<file path="src/rtl/stream_mux_rr.sv">
// N-channel valid/ready stream multiplexer with fixed-priority or round-robin
// arbitration, optional packet locking on `last`, and a registered output stage.
module stream_mux_rr #(
  parameter int N    = 8,
  parameter int W    = 3,
  parameter bit RR   = 1'b1,
  parameter bit LOCK = 1'b1,
  localparam int SW  = $clog2(N)
) (
  input  logic           clk,
  input  logic           rst_n,
  input  logic [N-1:0]   in_valid,
  input  logic [N*W-1:0] in_data,
  input  logic [N-1:0]   in_last,
  output logic [N-1:0]   in_ready,
  output logic           out_valid,
  output logic [W-1:0]   out_data,
  output logic           out_last,
  output logic [SW-1:0]  out_sel,
  input  logic           out_ready
);

  typedef enum logic {ARB = 1'b0, PKT = 1'b1} state_t;

  state_t        state_r, state_s;
  logic [SW-1:0] ptr_r, ptr_s;
  logic [SW-1:0] lk_r, lk_s;
  logic [SW-1:0] gidx_s;
  logic [SW-1:0] idx_s;
  logic [SW:0]   sum_s;
  logic          gvld_s;
  logic          glast_s;
  logic          can_load_s;
  logic          accept_s;
  logic [N-1:0]  grant_s;

  assign can_load_s = !out_valid | out_ready;

  // Arbitration: locked channel first, otherwise round-robin scan or lowest index.
  always_comb begin
    gidx_s = '0;
    gvld_s = 1'b0;
    sum_s  = '0;
    idx_s  = '0;
    if (state_r == PKT) begin
      gidx_s = lk_r;
      gvld_s = 1'b1;
    end else if (RR) begin
      for (int k = 0; k < N; k++) begin
        sum_s = {1'b0, ptr_r} + (SW+1)'(k);
        if (sum_s >= (SW+1)'(N)) begin
          sum_s = sum_s - (SW+1)'(N);
        end else begin
          sum_s = sum_s;
        end
        idx_s = sum_s[SW-1:0];
        if (!gvld_s && in_valid[idx_s]) begin
          gvld_s = 1'b1;
          gidx_s = idx_s;
        end else begin
          gvld_s = gvld_s;
        end
      end
    end else begin
      // Descending scan so the lowest valid index is the last one written.
      for (int k = N - 1; k >= 0; k--) begin
        if (in_valid[k]) begin
          gvld_s = 1'b1;
          gidx_s = SW'(k);
        end else begin
          gvld_s = gvld_s;
        end
      end
    end
  end

  // One-hot grant vector for the ready outputs.
  always_comb begin
    grant_s = '0;
    if (gvld_s) begin
      grant_s[gidx_s] = 1'b1;
    end else begin
      grant_s = '0;
    end
  end

  assign in_ready = (rst_n && can_load_s) ? grant_s : '0;
  assign accept_s = rst_n & can_load_s & gvld_s & in_valid[gidx_s];
  assign glast_s  = in_last[gidx_s];

  // Lock FSM next state and pointer update.
  always_comb begin
    state_s = state_r;
    lk_s    = lk_r;
    ptr_s   = ptr_r;
    case (state_r)
      ARB: begin
        if (LOCK && accept_s && !glast_s) begin
          state_s = PKT;
          lk_s    = gidx_s;
        end else begin
          state_s = ARB;
        end
      end
      PKT: begin
        if (accept_s && glast_s) begin
          state_s = ARB;
        end else begin
          state_s = PKT;
        end
      end
      default: state_s = ARB;
    endcase
    if (RR && accept_s && (glast_s || !LOCK)) begin
      ptr_s = (gidx_s == SW'(N - 1)) ? '0 : gidx_s + SW'(1);
    end else begin
      ptr_s = ptr_r;
    end
  end

  // Arbitration state registers.
  always_ff @(posedge clk or negedge rst_n) begin
    if (!rst_n) begin
      state_r <= ARB;
      lk_r    <= '0;
      ptr_r   <= '0;
    end else begin
      state_r <= state_s;
      lk_r    <= lk_s;
      ptr_r   <= ptr_s;
    end
  end

  // Output register: load on accept, empty on drain, otherwise hold.
  always_ff @(posedge clk or negedge rst_n) begin
    if (!rst_n) begin
      out_valid <= 1'b0;
      out_data  <= '0;
      out_last  <= 1'b0;
      out_sel   <= '0;
    end else if (accept_s) begin
      out_valid <= 1'b1;
      out_data  <= in_data[int'(gidx_s)*W +: W];
      out_last  <= glast_s;
      out_sel   <= gidx_s;
    end else if (out_ready) begin
      out_valid <= 1'b0;
    end
  end

endmodule
</file>
<file path="config.mk">
export PLATFORM = sky130hd
export DESIGN_NAME = stream_mux_rr
export DESIGN_NICKNAME = d
export VERILOG_FILES = /design/src/rtl/stream_mux_rr.sv
export SDC_FILE = /design/constraint.sdc
export NUM_CORES = 1
export LEC_CHECK = 0
export CAP_MARGIN = 20
export CORE_MARGIN = 1
export CORE_UTILIZATION = 51
export CTS_BUF_LIST = sky130_fd_sc_hd__clkbuf_4
export DETAILED_ROUTE_END_ITERATION = 10
export PLACE_DENSITY = 0.83
export SLEW_MARGIN = 40
export SYNTH_ARGS = -nofsm -noshare
export SYNTH_HDL_FRONTEND = slang
export SYNTH_SLANG_ARGS = --single-unit
</file>
<file path="constraint.sdc">
create_clock -name clk -period 5.4 [get_ports clk]
set_input_delay 1.08 -clock clk [delete_from_list [all_inputs] [get_ports clk]]
set_output_delay 1.08 -clock clk [all_outputs]
set_load 0.1 [all_outputs]
</file>
Figure 1. Metal layers overlaid.
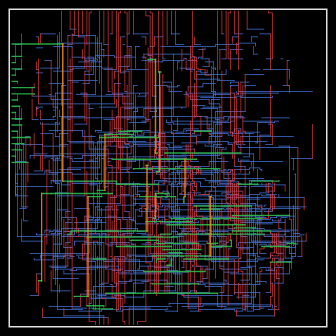
legend:
  M3:
    color: green
    wire_length: 494 um
  M4:
    color: orange
    wire_length: 166 um
  M2:
    color: red
    wire_length: 3340 um
  M1:
    color: blue
    wire_length: 2640 um

==> results.yml <==
# implementation run metrics
outcome:
  run_status: "finished, final reports clean"
finish:
  multi_input_comb_area_um2: 1830
  area_delta_synth_final_pct: 35.0
  final_nets: 345
  post-route-cell-area_um2: 3090
  post_route_cells_drive_above_1_share: 0.322
setup_path:
  worstPathArrival_ns: 4.21
  path_delay_family: "simple AND/OR/NAND/NOR gates"
  worstSetupPathType: "in -> out"
  worst_r2r_path_depth: 15
  cpMaxStageDelayCell: "sky130_fd_sc_hd__mux4_2"
  cp.buffers_inverters: 3
  critical_path_cell_count: 12
floorplanning:
  fp.dieArea_um2: 4750
  core_util_at_fp: 0.552
  io_pins: 59
detailed_routing:
  avgRoutedWirePerCell_um: 19.1
  drt-vias-per-instance: 6.52
  drc: 0
  postRouteAntennaNets: 0
  wirelength_um: 6650
sta:
  setup_ws_final_ns: 0.105
  finalClockSkew_ns: 0.0124
  grt_setup_unrepaired: "true"
  timing.final.setup_violations: 0
hold_path:
  whs_path_depth: 1
  hold_path_class: "reg -> reg"
placed_design:
  dp.cells: 344
synth:
  dominant_register_cell_in_the_synthesized_netlist: "sky130_fd_sc_hd__dfrtp_1"
  yosysTopAreaCell: "sky130_fd_sc_hd__dfrtp_1"
  enable_flop_cells: 0
  synth_stat.cells: 233
  top_area_frac: 0.164
global_route:
  antenna_violations_before_repair: 0
  grt_busiest_layer: "met2"
  pin_count_of_the_biggest_net_entering_global_routing: 24
  first_global_vias: 2086
cts:
  cts_tree: "yes"
  clock_path_buffers: 2
  clock_insertion_delay_worst_skew_ns: 0.30
Figure 2. Local utilization.
The die is cut into 7 by 7 equal tiles; white is low, dark blue is high, 0 to 100% covered.
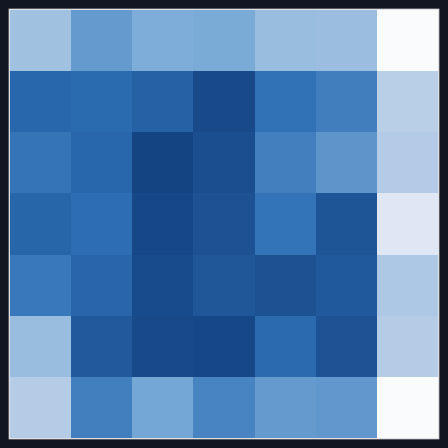
tiles over 75% full: 45%
emptiest ninth of the die: north-east
densest ninth of the die: center
fullest tile: 92%
mean over tiles: 64%

==> synthesized netlist by cell type (5+ instances only) <==
library cell / count
sky130_fd_sc_hd__a21oi_1: 13
sky130_fd_sc_hd__buf_2: 8
sky130_fd_sc_hd__dfrtp_1: 15
sky130_fd_sc_hd__inv_1: 8
sky130_fd_sc_hd__mux2_2: 16
sky130_fd_sc_hd__mux2i_1: 35
sky130_fd_sc_hd__mux4_2: 13
sky130_fd_sc_hd__nand2_1: 19
sky130_fd_sc_hd__nand3_1: 9
sky130_fd_sc_hd__nor2_1: 14
sky130_fd_sc_hd__nor3_1: 5
sky130_fd_sc_hd__o21ai_0: 8
==> cells by family (layout without fill, tap and decap cells) <==
group	after synthesis	after routing	share of synthesized area
xor gates and xnor gates	5	5	0.0192
AOI/OAI and AO/OA	52	52	0.197
DFF	15	15	0.164
and+or+nand+nor	65	65	0.143
adders and majority gates	3	3	0.0164
buffers and inverters	22	87	0.0591
muxes	71	71	0.401
==> area by class of cell <==
| class | instances | area share |
|---|---|---|
| multi-input cells | 196 | 0.591 |
| well taps | 50 | 0.0203 |
| flip-flops and latches | 15 | 0.122 |
| clock buffers | 4 | 0.00973 |
| repair buffers | 75 | 0.247 |
| inverters | 8 | 0.00973 |
==> final timing paths <==
kind / startpoint / endpoint
max in group asynchronous: rst_n / out_last
hold / removal: out_last / out_last
hold reg to reg: out_last / out_last
setup reg to reg: ptr_r[1] / lk_r[1]
setup / recovery: in_valid[3] / in_ready[5]
min in group asynchronous: rst_n / out_sel[1]
==> repair_timing <==
action	in CTS	in global routing
setup buffers	0	0
setup endpoints to repair	0	5
resized	0	9
==> sequential cells by signal, indices dropped and copies added, names as in the netlist, named ones only <==
name and count:
out_valid 1, out_last 1, lk_r 3, out_data 3, out_sel 3, ptr_r 3
